File: src/rtl/mc_ctrl_pkg.sv
// Shared definitions for the multi-cycle MIPS control unit.
//   - opcode / funct constants for the supported instruction subset
//   - memSize encodings
//   - FSM state enum and instruction-class enum
package mc_ctrl_pkg;

  localparam logic [5:0] OP_RTYPE = 6'b000000;
  localparam logic [5:0] OP_J     = 6'b000010;
  localparam logic [5:0] OP_JAL   = 6'b000011;
  localparam logic [5:0] OP_BEQ   = 6'b000100;
  localparam logic [5:0] OP_BNE   = 6'b000101;
  localparam logic [5:0] OP_ADDI  = 6'b001000;
  localparam logic [5:0] OP_ADDIU = 6'b001001;
  localparam logic [5:0] OP_SLTI  = 6'b001010;
  localparam logic [5:0] OP_SLTIU = 6'b001011;
  localparam logic [5:0] OP_ANDI  = 6'b001100;
  localparam logic [5:0] OP_ORI   = 6'b001101;
  localparam logic [5:0] OP_XORI  = 6'b001110;
  localparam logic [5:0] OP_LUI   = 6'b001111;
  localparam logic [5:0] OP_LW    = 6'b100011;
  localparam logic [5:0] OP_LBU   = 6'b100100;
  localparam logic [5:0] OP_LHU   = 6'b100101;
  localparam logic [5:0] OP_SB    = 6'b101000;
  localparam logic [5:0] OP_SH    = 6'b101001;
  localparam logic [5:0] OP_SW    = 6'b101011;
  localparam logic [5:0] OP_LL    = 6'b110000;

  localparam logic [5:0] FUNCT_JR = 6'b001000;

  localparam logic [1:0] MEM_SIZE_WORD = 2'b00;
  localparam logic [1:0] MEM_SIZE_HALF = 2'b01;
  localparam logic [1:0] MEM_SIZE_BYTE = 2'b10;

  typedef enum logic [2:0] {
    IDLE,
    DECODE,
    EXEC,
    MEM,
    WB
  } state_t;

  typedef enum logic [3:0] {
    RTYPE,
    JR,
    IALU,
    LOAD,
    STORE,
    BRANCH,
    JUMP,
    JAL,
    ILLEGAL
  } instr_class_t;

endpackage

File: src/rtl/mc_decode.sv
// Combinational instruction classifier.
//   instr    : latched instruction word
//   cls      : instruction class
//   reg_dest : 1 = destination from rd field, 0 = rt field / link register
//   rd       : destination register address (0 for non-writing classes)
//   mem_size : access size for loads/stores (word otherwise)
module mc_decode
  import mc_ctrl_pkg::*;
#(
  parameter int REG_ADDR_W = 5,
  parameter int LINK_REG   = 31
) (
  input  logic [31:0]           instr,
  output instr_class_t          cls,
  output logic                  reg_dest,
  output logic [REG_ADDR_W-1:0] rd,
  output logic [1:0]            mem_size
);

  logic [5:0] opcode;
  logic [5:0] funct;
  logic       unused_fields;

  assign opcode = instr[31:26];
  assign funct  = instr[5:0];
  // rs and shamt are datapath concerns only
  assign unused_fields = ^{instr[25:21], instr[10:6]};

  always_comb begin
    cls      = ILLEGAL;
    reg_dest = 1'b0;
    rd       = '0;
    mem_size = MEM_SIZE_WORD;
    case (opcode)
      OP_RTYPE: begin
        if (funct == FUNCT_JR) begin
          cls = JR;
        end else begin
          cls      = RTYPE;
          reg_dest = 1'b1;
          rd       = REG_ADDR_W'(instr[15:11]);
        end
      end
      OP_ADDI, OP_ADDIU, OP_SLTI, OP_SLTIU,
      OP_ANDI, OP_ORI, OP_XORI, OP_LUI: begin
        cls = IALU;
        rd  = REG_ADDR_W'(instr[20:16]);
      end
      OP_LW, OP_LL: begin
        cls = LOAD;
        rd  = REG_ADDR_W'(instr[20:16]);
      end
      OP_LHU: begin
        cls      = LOAD;
        rd       = REG_ADDR_W'(instr[20:16]);
        mem_size = MEM_SIZE_HALF;
      end
      OP_LBU: begin
        cls      = LOAD;
        rd       = REG_ADDR_W'(instr[20:16]);
        mem_size = MEM_SIZE_BYTE;
      end
      OP_SW: cls = STORE;
      OP_SH: begin
        cls      = STORE;
        mem_size = MEM_SIZE_HALF;
      end
      OP_SB: begin
        cls      = STORE;
        mem_size = MEM_SIZE_BYTE;
      end
      OP_BEQ, OP_BNE: cls = BRANCH;
      OP_J:           cls = JUMP;
      OP_JAL: begin
        cls = JAL;
        rd  = REG_ADDR_W'(LINK_REG);
      end
      default: cls = ILLEGAL;
    endcase
  end

endmodule

File: src/rtl/mc_control_unit.sv
// Multi-cycle MIPS control unit.
// Accepts one instruction in IDLE via instr_valid/instr_ready, then sequences
// register-file and data-memory strobes; MEM waits are bounded by MEM_TIMEOUT.
//   clk, rst               : clock, async active-high reset
//   instr_valid/ready      : instruction handshake (ready only in IDLE)
//   instruction            : instruction word
//   mem_ack                : data memory completion (sampled in MEM only)
//   regWr, regDest, rd     : register-file write strobe / destination select / address
//   memRead, memWr, memSize: data-memory request strobes and access size
//   done, illegal, mem_err : retire / unsupported opcode / memory timeout pulses
//
// state  | meaning
// IDLE   | waiting for an instruction, instr_ready high
// DECODE | classify latched instruction, update regDest/rd
// EXEC   | execute; no-write non-memory instructions retire here
// MEM    | memory request held until ack or timeout
// WB     | one-cycle register write, retire
module mc_control_unit
  import mc_ctrl_pkg::*;
#(
  parameter int REG_ADDR_W  = 5,
  parameter int LINK_REG    = 31,
  parameter int MEM_TIMEOUT = 15
) (
  input  logic                  clk,
  input  logic                  rst,
  input  logic                  instr_valid,
  output logic                  instr_ready,
  input  logic [31:0]           instruction,
  input  logic                  mem_ack,
  output logic                  regWr,
  output logic                  regDest,
  output logic [REG_ADDR_W-1:0] rd,
  output logic                  memRead,
  output logic                  memWr,
  output logic [1:0]            memSize,
  output logic                  done,
  output logic                  illegal,
  output logic                  mem_err
);

  localparam int CNT_W = $clog2(MEM_TIMEOUT + 1);
  localparam logic [CNT_W-1:0] CNT_LAST = CNT_W'(MEM_TIMEOUT - 1);

  state_t                  state_q, state_d;
  instr_class_t            cls_q, cls_d;
  logic [31:0]             instr_q, instr_d;
  logic [1:0]              size_q, size_d;
  logic                    reg_dest_q, reg_dest_d;
  logic [REG_ADDR_W-1:0]   rd_q, rd_d;
  logic [CNT_W-1:0]        cnt_q, cnt_d;

  instr_class_t            dec_cls;
  logic                    dec_reg_dest;
  logic [REG_ADDR_W-1:0]   dec_rd;
  logic [1:0]              dec_size;

  mc_decode #(
    .REG_ADDR_W (REG_ADDR_W),
    .LINK_REG   (LINK_REG)
  ) u_decode (
    .instr    (instr_q),
    .cls      (dec_cls),
    .reg_dest (dec_reg_dest),
    .rd       (dec_rd),
    .mem_size (dec_size)
  );

  always_ff @(posedge clk or posedge rst) begin
    if (rst) begin
      state_q    <= IDLE;
      cls_q      <= ILLEGAL;
      instr_q    <= '0;
      size_q     <= MEM_SIZE_WORD;
      reg_dest_q <= 1'b0;
      rd_q       <= '0;
      cnt_q      <= '0;
    end else begin
      state_q    <= state_d;
      cls_q      <= cls_d;
      instr_q    <= instr_d;
      size_q     <= size_d;
      reg_dest_q <= reg_dest_d;
      rd_q       <= rd_d;
      cnt_q      <= cnt_d;
    end
  end

  // ready is held low while reset is asserted so every output reads 0 then
  assign instr_ready = (state_q == IDLE) && !rst;

  // regDest/rd become visible in the DECODE cycle itself, then hold from the flops
  assign regDest = (state_q == DECODE) ? dec_reg_dest : reg_dest_q;
  assign rd      = (state_q == DECODE) ? dec_rd       : rd_q;

  always_comb begin
    state_d    = state_q;
    cls_d      = cls_q;
    instr_d    = instr_q;
    size_d     = size_q;
    reg_dest_d = reg_dest_q;
    rd_d       = rd_q;
    cnt_d      = cnt_q;
    regWr      = 1'b0;
    memRead    = 1'b0;
    memWr      = 1'b0;
    memSize    = MEM_SIZE_WORD;
    done       = 1'b0;
    illegal    = 1'b0;
    mem_err    = 1'b0;

    case (state_q)
      IDLE: begin
        if (instr_valid) begin
          instr_d = instruction;
          state_d = DECODE;
        end
      end
      DECODE: begin
        cls_d      = dec_cls;
        size_d     = dec_size;
        reg_dest_d = dec_reg_dest;
        rd_d       = dec_rd;
        if (dec_cls == ILLEGAL) begin
          illegal = 1'b1;
          state_d = IDLE;
        end else begin
          state_d = EXEC;
        end
      end
      EXEC: begin
        case (cls_q)
          RTYPE, IALU, JAL: state_d = WB;
          LOAD, STORE: begin
            cnt_d   = '0;
            state_d = MEM;
          end
          default: begin
            done    = 1'b1;
            state_d = IDLE;
          end
        endcase
      end
      MEM: begin
        memRead = (cls_q == LOAD);
        memWr   = (cls_q == STORE);
        memSize = size_q;
        // ack is checked first so it wins over a simultaneous timeout
        if (mem_ack) begin
          cnt_d = '0;
          if (cls_q == LOAD) begin
            state_d = WB;
          end else begin
            done    = 1'b1;
            state_d = IDLE;
          end
        end else if (cnt_q == CNT_LAST) begin
          cnt_d   = '0;
          mem_err = 1'b1;
          state_d = IDLE;
        end else begin
          cnt_d = cnt_q + 1'b1;
        end
      end
      WB: begin
        regWr   = 1'b1;
        done    = 1'b1;
        state_d = IDLE;
      end
      default: state_d = IDLE;
    endcase
  end

endmodule

File: config.mk
export PLATFORM = sky130hd
export DESIGN_NAME = mc_control_unit
export DESIGN_NICKNAME = d
export VERILOG_FILES = /design/src/rtl/mc_ctrl_pkg.sv /design/src/rtl/mc_decode.sv /design/src/rtl/mc_control_unit.sv
export SDC_FILE = /design/constraint.sdc
export NUM_CORES = 1
export LEC_CHECK = 0
export CORE_MARGIN = 5
export CORE_UTILIZATION = 26
export DETAILED_ROUTE_END_ITERATION = 7
export PLACE_DENSITY_LB_ADDON = 0.05
export SYNTH_ARGS = -nofsm -noshare
export SYNTH_HDL_FRONTEND = slang
export SYNTH_SLANG_ARGS = --single-unit
File: constraint.sdc
create_clock -name clk -period 2.5 [get_ports clk]
set_clock_uncertainty 0.05 [all_clocks]
set_input_delay 0.625 -clock clk [delete_from_list [all_inputs] [get_ports clk]]
set_output_delay 0.625 -clock clk [all_outputs]
set_load 0.01 [all_outputs]
Fig. 1: run 1, wiring by layer
Only two layers are drawn.
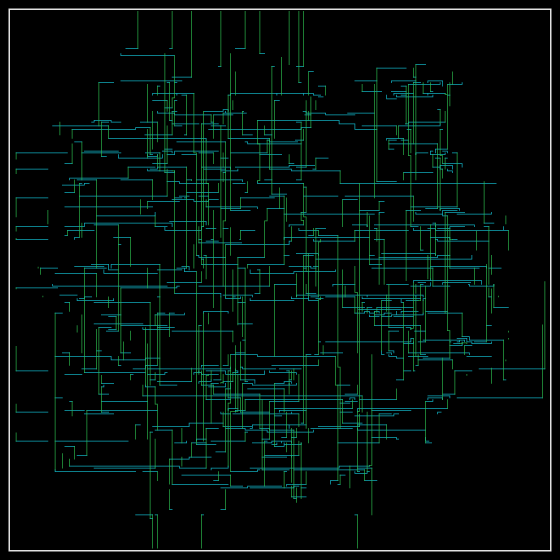
legend:
  green:
    layer: M2
    wire_length: 2,420 µm
  cyan:
    layer: M1
    wire_length: 2,600 µm
Vias: 1,728
overall routed net length: 5278 µm
drt wl/cell: 13.78 µm
overall routing resource usage: 0.1071

Fig. 2: run 1, gate-type map
The bar under the picture is 20 µm long.
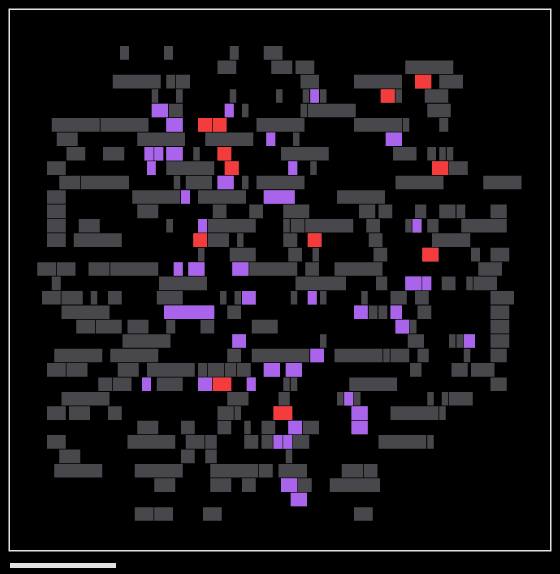
legend:
  red:
    family: non-inverting ao/oa cells
    cells: 12
    most_used: o21a_1
  purple:
    family: aoi and oai cells
    cells: 43
    most_used: o21ai_0
Finished Layout Cells: 383
most frequent logic cell in the layout: dfrtp_1
Comb area share: 0.3598

Fig. 3: run 1, clock nets
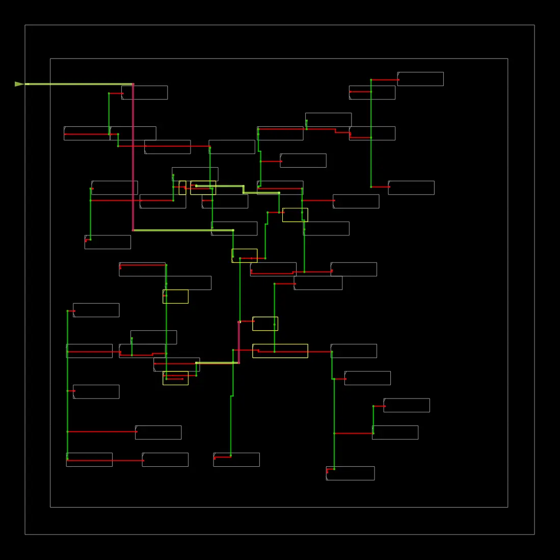
clock group power: 0.558 mW
Inserted Clock Buffers: 5
Clk Latency, worst-skew pair: 0.29 ns

-- run 1: synth_stat cells, drive strengths merged (2+ instances only) --
cell	n	area share
nor3	6	0.018
buf	11	0.034
nor2b	4	0.011
nand2	18	0.031
nand4b	3	0.012
or3b	2	0.0080
o21ai	18	0.041
nand3	3	0.0068
nor3b	6	0.025
o21a	5	0.017
o311a	2	0.0091
and3b	2	0.0080
clkbuf	5	0.0085
a21o	2	0.0068
o31ai	3	0.010
and2	2	0.0057
o211ai	3	0.010
ha	2	0.011
a21oi	9	0.022
inv	12	0.020
nor4	3	0.0085
a31oi	2	0.0057
o32ai	2	0.0080
a2bb2oi	2	0.0080
mux2	17	0.087
nor2	17	0.029
a211o	3	0.012
dfrtp	40	0.46
-- run 1: power by group --
part / total (mW) / switching [mW] / internal, mW
Sequential: 1.20 / 0.229 / 0.971
Combinational: 1.85 / 0.885 / 0.969
Clock: 0.558 / 0.232 / 0.326
-- run 1: how the worst min path moves through the flow --
stage                       end  slack, ns  cells after the start
global route        instr_q[19]       0.47                      1
detailed placement  instr_q[19]       0.44                      1
global placement    instr_q[19]       0.44                      1
CTS                  reg_dest_q       0.44                      2
floorplan            instr_q[3]       0.42                      1
finish              instr_q[19]       0.46                      1
-- run 1: final cells by class --
type | instances | area (µm²) | share of cell area
multi-input cells | 146 | 1095 | 0.3598
flip-flops and latches | 41 | 1028 | 0.3380
repair buffers | 71 | 626.9 | 0.2060
well taps | 105 | 131.4 | 0.04317
clock buffers | 7 | 86.33 | 0.02837
inverters | 12 | 45.04 | 0.01480
clock inverters | 1 | 30.03 | 0.009868
-- run 1: flip-flops by register name, summed over array words and instances (netlist names) --
signal,count
cls_q,4
rd_q,5
reg_dest_q,1
size_q,2
state_q,3
instr_q,22
cnt_q,4
==> flow_metrics.env, run 1 <==
# yosys + openroad results
export IMPL_synth_seq_cells=41
export IMPL_synth_distinct_cells=44
export IMPL_max_freq_mhz=373.8
export IMPL_diodes=0
export IMPL_timing_hold_ws_ns=0.4580
export IMPL_gp_congestion=0.6968
export IMPL_path_cells="or4b_4 -> o311ai_4 -> buf_6 -> o21a_1 -> a21oi_2 -> buf_2"
export IMPL_synth_nets=253
export IMPL_layout_drive_gt1_share=0.3022
export IMPL_ys_cells=215
export IMPL_path_clk_slew_ns=0.08
export IMPL_synth_seq_share=0.4675
export IMPL_worst_slack_ns=-0.1749
export IMPL_numPortBuffers=40
export IMPL_simple_gate_share=0.1885
export IMPL_grt_pass1_vias=1755
export IMPL_finalNetCount=315
export IMPL_min_from="instr_q[19]"
export IMPL_grt_antenna_before_repair=0
export IMPL_critPathKind="reg -> out"
export IMPL_cap_violations=0
export IMPL_vdd_ir_drop_max_v=0.0003985
export IMPL_setup_viol=6
export IMPL_hold_path_class="reg -> reg"
export IMPL_grt_util_met3=0.02662
export IMPL_cts_resized=44
export IMPL_r2r_slack_ns=0.65
export IMPL_p_total_mw=3.612
export IMPL_grt_max_degree=42
export IMPL_first_pass_iters=4
export IMPL_ctsHoldBuffers=0
export IMPL_postSynthAreaPerCell_um2=10.22
export IMPL_dieWidth_um=101.9
export IMPL_critical_path_top_delay_family="simple AND/OR/NAND/NOR gates"
export IMPL_worst_ep_required_time_ns=1.82
export IMPL_cts_htree_levels=2
export IMPL_crit_cells=6
export IMPL_synth_edff_count=0
export IMPL_yosys_stat_area_um2=2197
export IMPL_synth_cell_area_um2=2197
export IMPL_dpl_worst_slack_ns=-0.2135
export IMPL_crit_end="rd[0]"
export IMPL_first_iter_violations=39
export IMPL_clkSinkCount=41
export IMPL_cts_tree="built"
export IMPL_grt_overflow_total=0
export IMPL_finalMaxSlewViolations=0
export IMPL_grt_first_pass_wirelength_um=8714
export IMPL_use_met1=0.1407
export IMPL_grt_busiest_layer="met2"
export IMPL_async_flop_share=1.000
export IMPL_ant_nets=0
export IMPL_num_io_pins=51
export IMPL_fa_ha_area_frac=0.01139
export IMPL_row_count=33
export IMPL_fin_crit_ns=2.675
export IMPL_r2r_start="instr_q[2]"
export IMPL_m1WireLength_um=2595
export IMPL_hold_violations=0
export IMPL_setup_tns_ns=-0.8536
export IMPL_final_core_util=0.3703
export IMPL_fillers=859
export IMPL_critPathBufInv=2
export IMPL_root_buffer="clkbuf_8"
export IMPL_status="finished, violations left"
export IMPL_area_growth_pct=38.50
export IMPL_cts_buffer_depth=2
export IMPL_netlist_instances=215
export IMPL_critPathArrivalTime_ns=2.00
export IMPL_worst_path_max_fanout=5
export IMPL_power_density_nw_per_um2=1187
export IMPL_xor_area_frac=0.003986
export IMPL_wl_met3_um=229
export IMPL_most_common_layout_cells="dfrtp_1 (39), buf_4 (28), clkdlybuf4s50_1 (26), nand2_1 (18)"
export IMPL_post_cts_buffers=7
export IMPL_slew_headroom=0.6266
export IMPL_start_kind="flop"
export IMPL_startpoint="instr_q[2]"
export IMPL_wl_met2_um=2415
export IMPL_placed_cell_area_um2=2814
export IMPL_die_area_um2=10390
export IMPL_r2r_end="rd_q[0]"
export IMPL_violations="negative setup slack"
export IMPL_ys_sh_aoi=0.1737
export IMPL_min_period_over_period=1.070
export IMPL_initCoreUtil=0.2674
export IMPL_cp_end_kind="output pin"
export IMPL_tightest_slew_ns=0.5601
export IMPL_cpMaxStageDelayCell="or4b_4"
==> run 2, diff against run 1 <==
--- a/config.mk
+++ b/config.mk
@@ -9,6 +9,7 @@
 export CORE_UTILIZATION = 26
 export DETAILED_ROUTE_END_ITERATION = 7
 export PLACE_DENSITY_LB_ADDON = 0.05
+export SETUP_SLACK_MARGIN = 0.3
 export SYNTH_ARGS = -nofsm -noshare
 export SYNTH_HDL_FRONTEND = slang
 export SYNTH_SLANG_ARGS = --single-unit
==> run 2 against run 1 <==
The flow still finishes with violations (negative setup slack). Highest routed layer unchanged. Synthesized cell count is the same. Combinational power grew 4%. Power grew 2.4%. Clock power is essentially flat. Via count grew 2.2%. Cell count grew 2.1%. Sequential share of layout area shrank 0.71 points. Clock-buffer cell count is the same. Flip-flop count is the same.
==> flow_metrics.env, run 2 <==
# yosys + openroad results
export IMPL_status="finished, violations left"
export IMPL_violations="negative setup slack"
export IMPL_fa_ha_area_frac=0.01139
export IMPL_r2r_slack_ns=0.45
export IMPL_num_io_pins=51
export IMPL_routedWlPerCell_um=13.75
export IMPL_grt_antenna_before_repair=0
export IMPL_r2r_start="state_q[2]"
export IMPL_root_buffer="clkbuf_8"
export IMPL_ys_cells=215
export IMPL_setup_viol=6
export IMPL_tightest_slew_ns=0.5577
export IMPL_min_from="instr_q[19]"
export IMPL_start_kind="flop"
export IMPL_yosysTopAreaCell="dfrtp_1"
export IMPL_min_period_over_period=1.068
export IMPL_path_clk_slew_ns=0.08
export IMPL_wl_um=5378
export IMPL_ant_nets=0
export IMPL_initCoreUtil=0.2674
export IMPL_worst_path_max_fanout=5
export IMPL_row_count=33
export IMPL_whs_path_depth=1
export IMPL_synth_nets=253
export IMPL_timing_hold_ws_ns=0.4567
export IMPL_fin_crit_ns=2.671
export IMPL_reg_top3="instr_q x22, rd_q x5"
export IMPL_cts_tree="built"
export IMPL_top_register="instr_q"
export IMPL_worst_slack_ns=-0.1706
export IMPL_most_common_cell="dfrtp_1"
export IMPL_insertion_delay_ns=0.29
export IMPL_async_flop_share=1.000
export IMPL_first_pass_iters=4
export IMPL_synthTopCellsByCount="dfrtp_1 (40), nand2_1 (18), o21ai_0 (18), mux2_2 (17), nor2_1 (17)"
export IMPL_slew_headroom=0.6282
export IMPL_groute_usage_overall=0.1090
export IMPL_dpl_worst_slack_ns=-0.2135
export IMPL_clkSinkCount=41
export IMPL_vias=1766
export IMPL_critical_path_top_delay_family="simple AND/OR/NAND/NOR gates"
export IMPL_max_freq_mhz=374.4
export IMPL_vdd_ir_drop_max_v=0.0003988
export IMPL_final_core_util=0.3792
export IMPL_grt_first_pass_wirelength_um=8873
export IMPL_synth_seq_share=0.4675
export IMPL_r2r_end="cnt_q[2]"
export IMPL_min_delay_worst_endpoint="instr_q[19]"
export IMPL_fillers=849
export IMPL_hold_violations=0
export IMPL_cts_htree_levels=2
export IMPL_most_common_layout_cells="dfrtp_1 (37), buf_4 (30), clkdlybuf4s50_1 (24), nand2_1 (18), mux2_2 (16)"
export IMPL_placed_cell_area_um2=2814
export IMPL_xor_area_frac=0.003986
export IMPL_critPathArrivalTime_ns=2.00
export IMPL_grt_overflow_total=0
export IMPL_p_total_mw=3.698
export IMPL_power_density_nw_per_um2=1187
export IMPL_critPathBufInv=2
export IMPL_hold_path_class="reg -> reg"
export IMPL_netlist_instances=215
export IMPL_synth_cell_area_um2=2197
export IMPL_yosys_stat_area_um2=2197
export IMPL_critPathKind="reg -> out"
export IMPL_ys_sh_aoi=0.1737
export IMPL_cpMaxStageDelayCell="or4b_4"
export IMPL_synth_seq_cells=41
export IMPL_finalNetCount=323
export IMPL_first_iter_violations=55
export IMPL_simple_gate_share=0.1885
run 2: cell type report:
type,count,area [µm²],area share
Tap cell,105,131.4,0.04217
Inverter,12,45.04,0.01446
Timing Repair Buffer,79,669.4,0.2149
Multi-Input combinational cell,146,1122,0.3602
Clock buffer,7,86.33,0.02771
Sequential cell,41,1031,0.3309
Clock inverter,1,30.03,0.009639
run 2: what timing repair did:
item	4_1_cts	5_1_grt
setup endpoints to repair	15	10
gates resized	68	21
gates cloned	0	0
pin swaps	6	12
setup buffers	11	7
hold buffers	0	0
run 2: cells by family after synthesis:
logic type	Yosys count
AND-OR/OR-AND	55
XOR/XNOR	1
adder cells (fa/ha/maj)	2
buffers and inverters	28
flip-flops	41
multiplexers	18
AND/OR/NAND/NOR	70
run 2: per-layer routing:
metal | vias to the layer above | GRT usage | wire length, µm
met1 | 822 | 0.1428 | 2621
met4 | 0 | 0.03330 | 37
met2 | 32 | 0.1786 | 2481
met5 | - | 0 | 0
met3 | 4 | 0.02662 | 237
li1 | 908 | - | -
run 2: where the power goes:
part | switching (mW) | internal (mW) | leakage [nW]
clock network | 0.232 | 0.326 | 0.0585
registers | 0.240 | 0.975 | 0.501
logic | 0.908 | 1.02 | 0.803
run 2: worst max path at each step:
stage | startpoint | endpoint | slack [ns] | cells after the start
after floorplan | instr_q[30] | rd[0] | 0.35 | 5
after global placement | instr_q[2] | rd[4] | -0.22 | 5
after detailed placement | instr_q[2] | rd[3] | -0.21 | 5
after CTS | instr_q[4] | rd[0] | -0.23 | 6
after global routing | instr_q[2] | rd[4] | -0.25 | 6
final | instr_q[2] | rd[0] | -0.17 | 6
Fig. 4: run 2, gate-type map
The bar under the picture is 20 µm long.
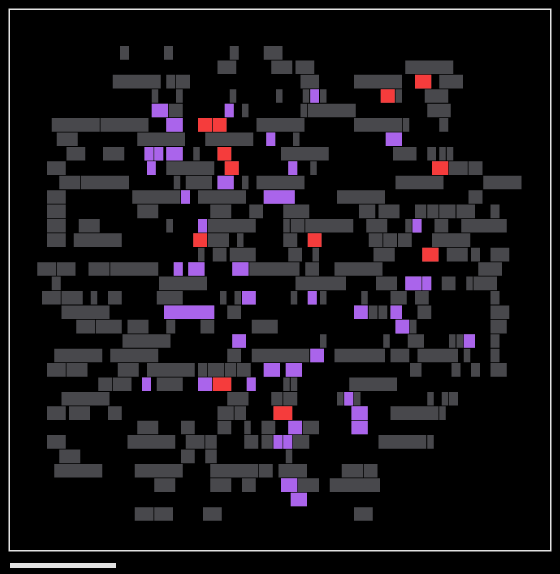
legend:
  purple:
    family: aoi and oai cells
    cells: 43
    most_used: o21ai_0
  red:
    family: non-inverting ao/oa cells
    cells: 12
    most_used: o21a_1
Finished Layout Cells: 391
Comb area share: 0.3602

Fig. 5: run 2, pin placement
Pins as bars across the die edge, other pins in gray.
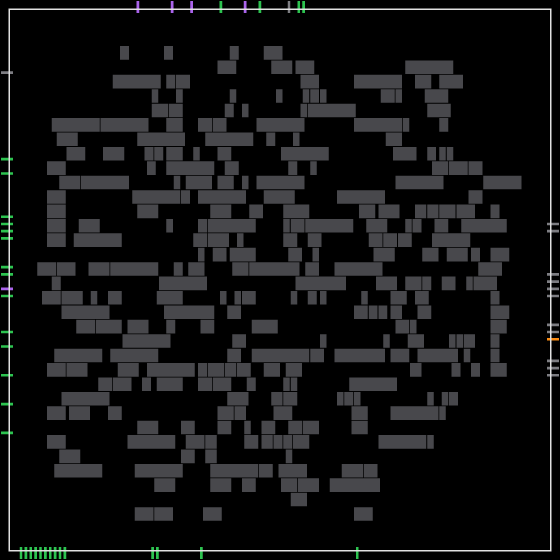
legend:
  green:
    port: instruction
    pins: 32
    direction: input
    edge: 14 left, 14 bottom, 4 top
  orange:
    port: memRead
    pins: 1
    direction: output
    edge: right
  purple:
    port: rd
    pins: 5
    direction: output
    edge: 4 top, 1 left
all pins by edge: 16 left, 14 bottom, 12 right, 9 top
chip width: 101.9 µm
Die Y-Extent: 101.9 µm
Buffers on Ports: 40

Power and IR drop assume default switching activity.
